**Run 1: placement view**

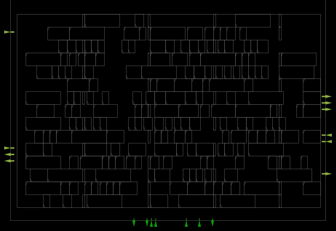
**Run 1: cell sizes after repair**

Drawn at 4 px/um.
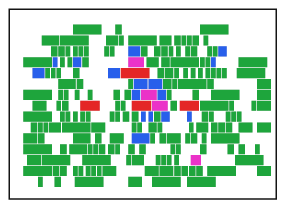
**Run 1: power grid**

Drawn at 8 px/um. Pins as bars on the die edge.
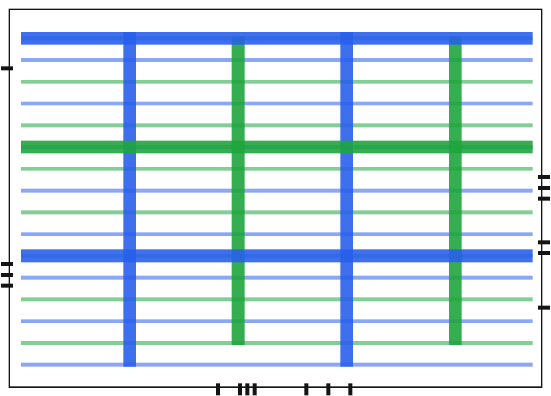
==> config.mk <==
export PLATFORM = sky130hd
export DESIGN_NAME = ld_clk_switch_ctrl_flat
export DESIGN_NICKNAME = d
export VERILOG_FILES = /design/src/rtl/ld_clk_switch_ctrl_if.sv /design/src/rtl/ld_clk_switch_ctrl.sv /design/src/flat_wrapper.sv
export SDC_FILE = /design/constraint.sdc
export NUM_CORES = 1
export LEC_CHECK = 0
export ABC_AREA = 1
export CORE_ASPECT_RATIO = 0.7
export CORE_UTILIZATION = 45
export DETAILED_ROUTE_END_ITERATION = 10
export PLACE_DENSITY = 0.67
export SLEW_MARGIN = 40
export SYNTH_ARGS = -nofsm -noshare
export SYNTH_HDL_FRONTEND = slang
export SYNTH_SLANG_ARGS = --single-unit
==> constraint.sdc <==
create_clock -name CRCU_CLK -period 3.2 [get_ports CRCU_CLK]
set_input_delay 0.64 -clock CRCU_CLK [delete_from_list [all_inputs] [get_ports CRCU_CLK]]
set_output_delay 0.64 -clock CRCU_CLK [all_outputs]
set_load 0.01 [all_outputs]
==> metrics.log, run 1 <==
[metrics] run summary
INFO  metric comb_area = 712 um^2
INFO  metric largest_reg_flops = 8
INFO  metric power.internal = ~0.00079 W
INFO  metric grt_antenna_before_repair = 0
INFO  metric globalRouteOverflowTotal = 0
INFO  metric pwr-share-comb = 0.570
INFO  metric io_buffers = 16
INFO  metric crit_path_max_incr_delay = 0.49 ns
INFO  metric dominant_power_group = combinational logic
INFO  metric mostFrequentLayoutCell = sky130_fd_sc_hd__nand2_1
INFO  metric holdPathStages = 2
INFO  metric crit_path_leading_delay_family = simple AND/OR/NAND/NOR gates
INFO  metric top_signal_layer_used = met4
INFO  metric floorplan.rows = 15
INFO  metric clock-root-buffer = sky130_fd_sc_hd__clkbuf_8
INFO  metric ctsResizeCount = 0
INFO  metric lay_top_cells = 36 x sky130_fd_sc_hd__nand2_1, 24 x sky130_fd_sc_hd__dfxtp_1, 23 x sky130_fd_sc_hd__inv_1
INFO  metric synth.largest_area_cell = sky130_fd_sc_hd__dfxtp_1
INFO  metric grt_util_all_layers = 0.228
INFO  metric routed_wl = 3000 um
INFO  metric setup_slack_of_the_most_critical_reg_to_reg_path = 1.47 ns
INFO  metric die.size.x = 66.4 um
INFO  metric clock_sinks = 24
INFO  metric drtAntennaViolNets = 0
INFO  metric postSynthRegisterBits = 24
INFO  metric syn_avg_cell_area = 7.05 um^2
INFO  metric syn_inst = 185
INFO  metric globalRouteMet2Util = 0.390
INFO  metric yosys-stat-area = 1310 um^2
INFO  metric critPathRequiredTime = about 3.4 ns
INFO  metric clockNetworkPower = 0.000174 W
INFO  metric timing.critical_path.from_type = primary input
INFO  metric avgRoutedWirePerCell = about 13 um
INFO  metric postSynth.topFlopCell = sky130_fd_sc_hd__dfxtp_1
INFO  metric power_dens_cells = 950 nW/um^2
INFO  metric worstPathArrival = 2.09 ns
INFO  metric post_synth_main_area_contributors = sky130_fd_sc_hd__dfxtp_1 37%, sky130_fd_sc_hd__nand2_1 10%, sky130_fd_sc_hd__inv_1 6.6%
INFO  metric clk_pin_slew_worst_paths = 0.08 ns
INFO  metric signal_buffer_area_fraction = 0.108
INFO  metric p_leak = between 0.7 and 0.8 nW
INFO  metric cts_buffer_depth = 2
INFO  metric synth.logic.top_family = simple AND/OR/NAND/NOR gates
INFO  metric place_hpwl = 2290 um
INFO  metric global_route.usage.met1 = 0.305
INFO  metric grt_first_pass_wirelength = between 5000 and 6000 um
INFO  metric synth_seq_share = 0.368
INFO  metric ys_cells = about 190
INFO  metric stage_log_warning_count = 28
INFO  metric grt_pass1_vias = 1103
INFO  metric worstSkewPairLatency = 0.26 ns
INFO  metric number_of_multi_input_combinational_cells_in_the_layout = roughly 130
INFO  metric dpl.cell_count = roughly 230
INFO  metric top_level_ports = 17
INFO  metric run_status = finished, final reports clean
INFO  metric clockNetworkAreaShare = 0.0267
INFO  metric met3RoutedLength = about 130 um
INFO  metric drive_above_1_share = 0.118
INFO  metric rsz0062_at_grt = no
INFO  metric critical_path.endpoint_type = flop
INFO  metric setup-tns-final = 0 ns
INFO  metric drt_drc_violations_left = 0
INFO  metric timing.final.max_slew_violations = 0
INFO  metric net-switching-power = 0.000684 W
INFO  metric dpl_cell_area = 1510 um^2
INFO  metric yosys.area_share.adder = 0.0384
INFO  metric worstHoldPathType = flop to flop
INFO  metric fraction_of_synthesized_area_in_multiplexers = 0
Back to the opening pictures, 'placement view':
Tapcells: 34
number of flip-flops and latches: 24
core footprint: 2610 um^2
Cell Count, Final, Fillers Out: 237
flop share of the area: 0.310

Back to the opening pictures, 'cell sizes after repair':
size	colour	cells	most used
_2 cells	blue	16	inv_2
_0 and _1 cells	green	179	nand2_1
_3 and _4 cells	magenta	4	nor2_4
_6 and larger	red	4	clkbuf_8
Worst Setup Slack, final: 1.27 ns
Non-clk bufs: 17
area added between synthesis and finish: 18.7%
final instance area: 1550 um^2

Back to the opening pictures, 'power grid':
net	colour
VDD	green
VSS	blue
met4 straps	4
signal pins	17
met5 straps	3
met1 rails	16
rows	15
floorplan die height: 47.1 um
Worst IR Drop VDD: 0.478 mV

**Run 1: routed metal per tile**

Drawn at 6 px/um. 13 x 9 tiles, from dark purple (low) to yellow (high), scaled to the fullest tile. Values are wire area over tile area, all layers added.
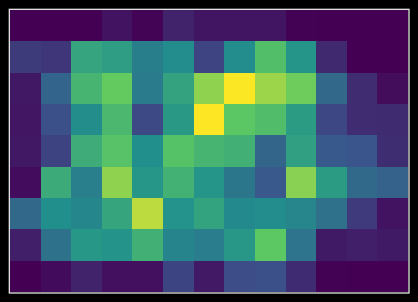

==> inputs of run 2 (changes only) <==
--- a/config.mk
+++ b/config.mk
@@ -9,7 +9,7 @@
 export CORE_ASPECT_RATIO = 0.7
 export CORE_UTILIZATION = 45
 export DETAILED_ROUTE_END_ITERATION = 10
-export PLACE_DENSITY = 0.67
+export PLACE_DENSITY = 0.7
 export SLEW_MARGIN = 40
 export SYNTH_ARGS = -nofsm -noshare
 export SYNTH_HDL_FRONTEND = slang
==> constraint.sdc (replaced) <==
create_clock -name CRCU_CLK -period 1.75 [get_ports CRCU_CLK]
set_input_delay 0.35 -clock CRCU_CLK [delete_from_list [all_inputs] [get_ports CRCU_CLK]]
set_output_delay 0.35 -clock CRCU_CLK [all_outputs]
set_load 0.01 [all_outputs]
**Run 2: routed metal per tile**

Drawn at 6 px/um. 13 x 9 tiles, from dark purple (low) to yellow (high), scaled to the fullest tile. Values are wire area over tile area, all layers added.
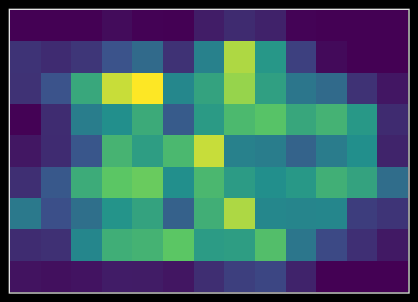
emptiest ninth of the die	north-east
densest ninth of the die	centre
nearly empty tiles	13%
tiles over half the peak	32%
mean over tiles	0.15
fullest tile	0.44
global-route usage over all layers: 0.213
average wire per standard cell: 12.2 um

**Run 2: cell sizes after repair**

Drawn at 4 px/um.
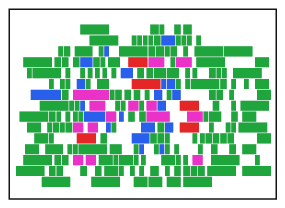
size	colour	cells	most used
_0 and _1 cells	green	173	nand2_1
_6 and larger	red	5	clkbuf_8
_2 cells	blue	20	inv_2
_3 and _4 cells	magenta	14	buf_4
area added between synthesis and finish: 26.7%
Worst Setup Slack, final: 0.107 ns
final instance area: 1650 um^2
Non-clk bufs: 24

==> run 2 against run 1 <==
Combinational power rose by 97%. Worst setup slack got worse by 1.2 ns. Clock skew down 0.00085 ns. Worst hold slack better by 0.0017 ns. Synthesized area stayed put. Critical endpoint is now u_core.cnt[1].
==> metrics.log, run 2 <==
[metrics] run summary
INFO  metric clockNetworkAreaShare = 0.0333 (+0.00665)
INFO  metric core = 2610 um^2 (unchanged)
INFO  metric io_buffers = 16 (unchanged)
INFO  metric place_hpwl = 2360 um (+3.0%)
INFO  metric largest_reg_flops = 8 (unchanged)
INFO  metric net-switching-power = 0.00130 W (+90%)
INFO  metric fraction_of_synthesized_area_in_multiplexers = 0 (unchanged)
INFO  metric cts_setup_buffers = 0
INFO  metric clock-root-buffer = sky130_fd_sc_hd__clkbuf_8
INFO  metric drv_cap = 0
INFO  metric taps = 34 (unchanged)
INFO  metric common_cells = 36 x sky130_fd_sc_hd__nand2_1, 24 x sky130_fd_sc_hd__dfxtp_1, 23 x sky130_fd_sc_hd__inv_1, 20 x sky130_fd_sc_hd__nor2_1, 16 x sky130_fd_sc_hd__nand3_1
INFO  metric power.combinational.total = 0.00165 W
INFO  metric diodes = 0
INFO  metric timing.critical_path.from_type = flop
INFO  metric instances_no_fill = 246 (+3.8%)
INFO  metric drt_drc_violations_left = 0 (unchanged)
INFO  metric crit_type = flop to flop
INFO  metric hold_violation_count_in_the_final_report = 0
INFO  metric worstHoldPathType = flop to flop
INFO  metric globalRouteOverflowTotal = 0 (unchanged)
INFO  metric global_route.usage.met1 = 0.299 (-0.00630)
INFO  metric largestClassByArea = multi-input combinational cells
INFO  metric timing.final.max_slew_violations = 0 (unchanged)
INFO  metric worstPathArrival = 1.81 ns (-0.28 ns)
INFO  metric number_of_multi_input_combinational_cells_in_the_layout = 132 (+0.76%)
INFO  metric max_freq = 609 MHz
INFO  metric postSynthRegisterBits = 24 (unchanged)
INFO  metric tightest_slew = approximately 0.37 ns
INFO  metric power.internal = 0.00157 W (+99%)
INFO  metric stage_log_warning_count = 28 (unchanged)
INFO  metric synth.largest_area_cell = sky130_fd_sc_hd__dfxtp_1
INFO  metric seq_area_frac = 0.291 (-0.0187)
INFO  metric critical_path_peak_fanout = 5
INFO  metric switching_share = 0.454
INFO  metric globalRouteMet2Util = 0.337 (-0.0531)
INFO  metric floorplan.rows = 15 (unchanged)
INFO  metric grt_pass1_vias = 1090 (-1.2%)
INFO  metric routed_wl = 3000 um (about the same)
INFO  metric edf_count = 0
INFO  metric period_minus_slack = 1.64 ns
INFO  metric crit_path_max_incr_delay = 0.36 ns (-0.13 ns)
INFO  metric route.vias.total = between 1000 and 1500
INFO  metric met3RoutedLength = 140 um (+11%)
INFO  metric post_synth_main_area_contributors = sky130_fd_sc_hd__dfxtp_1 37%, sky130_fd_sc_hd__nand2_1 10%, sky130_fd_sc_hd__inv_1 6.6%
INFO  metric drive_above_1_share = 0.184 (+0.0657)
INFO  metric layout_worst_path_cycle_share = 0.939
INFO  metric slew_headroom = 0.751
INFO  metric pwr-share-comb = 0.576 (+0.006)
INFO  metric irDropWorstVdd = 0.757 mV (+58%)
INFO  metric clockNetworkPower = 0.000379 W (+120%)
INFO  metric critPathRequiredTime = 1.92 ns (-1.44 ns)
INFO  metric cts-hold-fix-buffers = 0
INFO  metric chipHeight = 47.1 um (unchanged)
INFO  metric power_dens_cells = 1730 nW/um^2 (+82%)
INFO  metric dpl.cell_count = 241 (+3.0%)
INFO  metric synth.logic.top_family = simple AND/OR/NAND/NOR gates
INFO  metric yosys-stat-area = 1310 um^2 (unchanged)
INFO  metric critical_path.endpoint_type = flop
INFO  metric global_route.usage.met3 = 0.0583
INFO  metric dpl_cell_area = 1560 um^2 (+3.5%)
INFO  metric syn_avg_cell_area = 7.05 um^2 (unchanged)
INFO  metric setup_violations = 0
INFO  metric holdWs = 0.458 ns
INFO  metric fillCellCount = 242
INFO  metric top_signal_layer_used = met4
INFO  metric inv_count = 28
INFO  metric signal_buffer_area_fraction = 0.133 (+0.0250)
INFO  metric top_level_ports = 17 (unchanged)
INFO  metric syn_inst = 185 (unchanged)
INFO  metric synthesis.area = approximately 1300 um^2
INFO  metric ctsResizeCount = 0 (unchanged)
INFO  metric worstSkewPairLatency = 0.27 ns (about the same)
INFO  metric clock_sinks = 24 (unchanged)
INFO  metric yosysUniqueCellTypes = 28
INFO  metric dominant_power_group = combinational logic
INFO  metric setup_slack_of_the_most_critical_reg_to_reg_path = 0.11 ns (-1.36 ns)
INFO  metric floorplanUtilization = 0.500
INFO  metric run_status = finished, final reports clean
INFO  metric comb_area = 748 um^2 (+5.1%)
INFO  metric ys_cells = 185 (unchanged)
INFO  metric p_leak = 0.757 nW (+6.1%)
INFO  metric dr.pass1.iters = 4
INFO  metric crit_path_leading_delay_family = simple AND/OR/NAND/NOR gates
INFO  metric setup-tns-final = 0 ns (unchanged)
INFO  metric synth-simple-area-share = 0.339
INFO  metric synth_seq_share = 0.368 (unchanged)
INFO  metric postSynth.topFlopCell = sky130_fd_sc_hd__dfxtp_1
INFO  metric fraction_of_the_core_area_covered_by_cells_at_the_end_of_the_flow = 0.634
INFO  metric mostFrequentLayoutCell = sky130_fd_sc_hd__nand2_1
INFO  metric maximum_number_of_pins_on_one_net_before_global_route_repair = 14
INFO  metric seq_area = slightly below 500 um^2
INFO  metric yosys_aoi_share = 0.141
INFO  metric clk_pin_slew_worst_paths = 0.08 ns (about the same)
INFO  metric ys.warnings.count = 0
INFO  metric die_area = 3120 um^2
INFO  metric grt_first_pass_wirelength = 4840 um (-6.4%)
INFO  metric tritoncts = yes
INFO  metric drtAntennaViolNets = 0 (unchanged)
INFO  metric number_of_flip_flops_and_latches = 24 (unchanged)
INFO  metric lay_top_cells = 35 x sky130_fd_sc_hd__nand2_1, 23 x sky130_fd_sc_hd__dfxtp_1, 21 x sky130_fd_sc_hd__inv_1
INFO  metric area.share.combinational = 0.453
INFO  metric gp_congestion = 0.838
INFO  metric grt_antenna_before_repair = 0 (unchanged)
INFO  metric holdPathStages = 2 (unchanged)
INFO  metric finalPower = around 0.0029 W
INFO  metric die.size.x = 66.4 um (unchanged)
INFO  metric cts_buffer_depth = 2 (unchanged)
INFO  metric yosys.area_share.adder = 0.0384 (unchanged)
Power figures rest on the tool's default switching activity, not on a simulated workload.
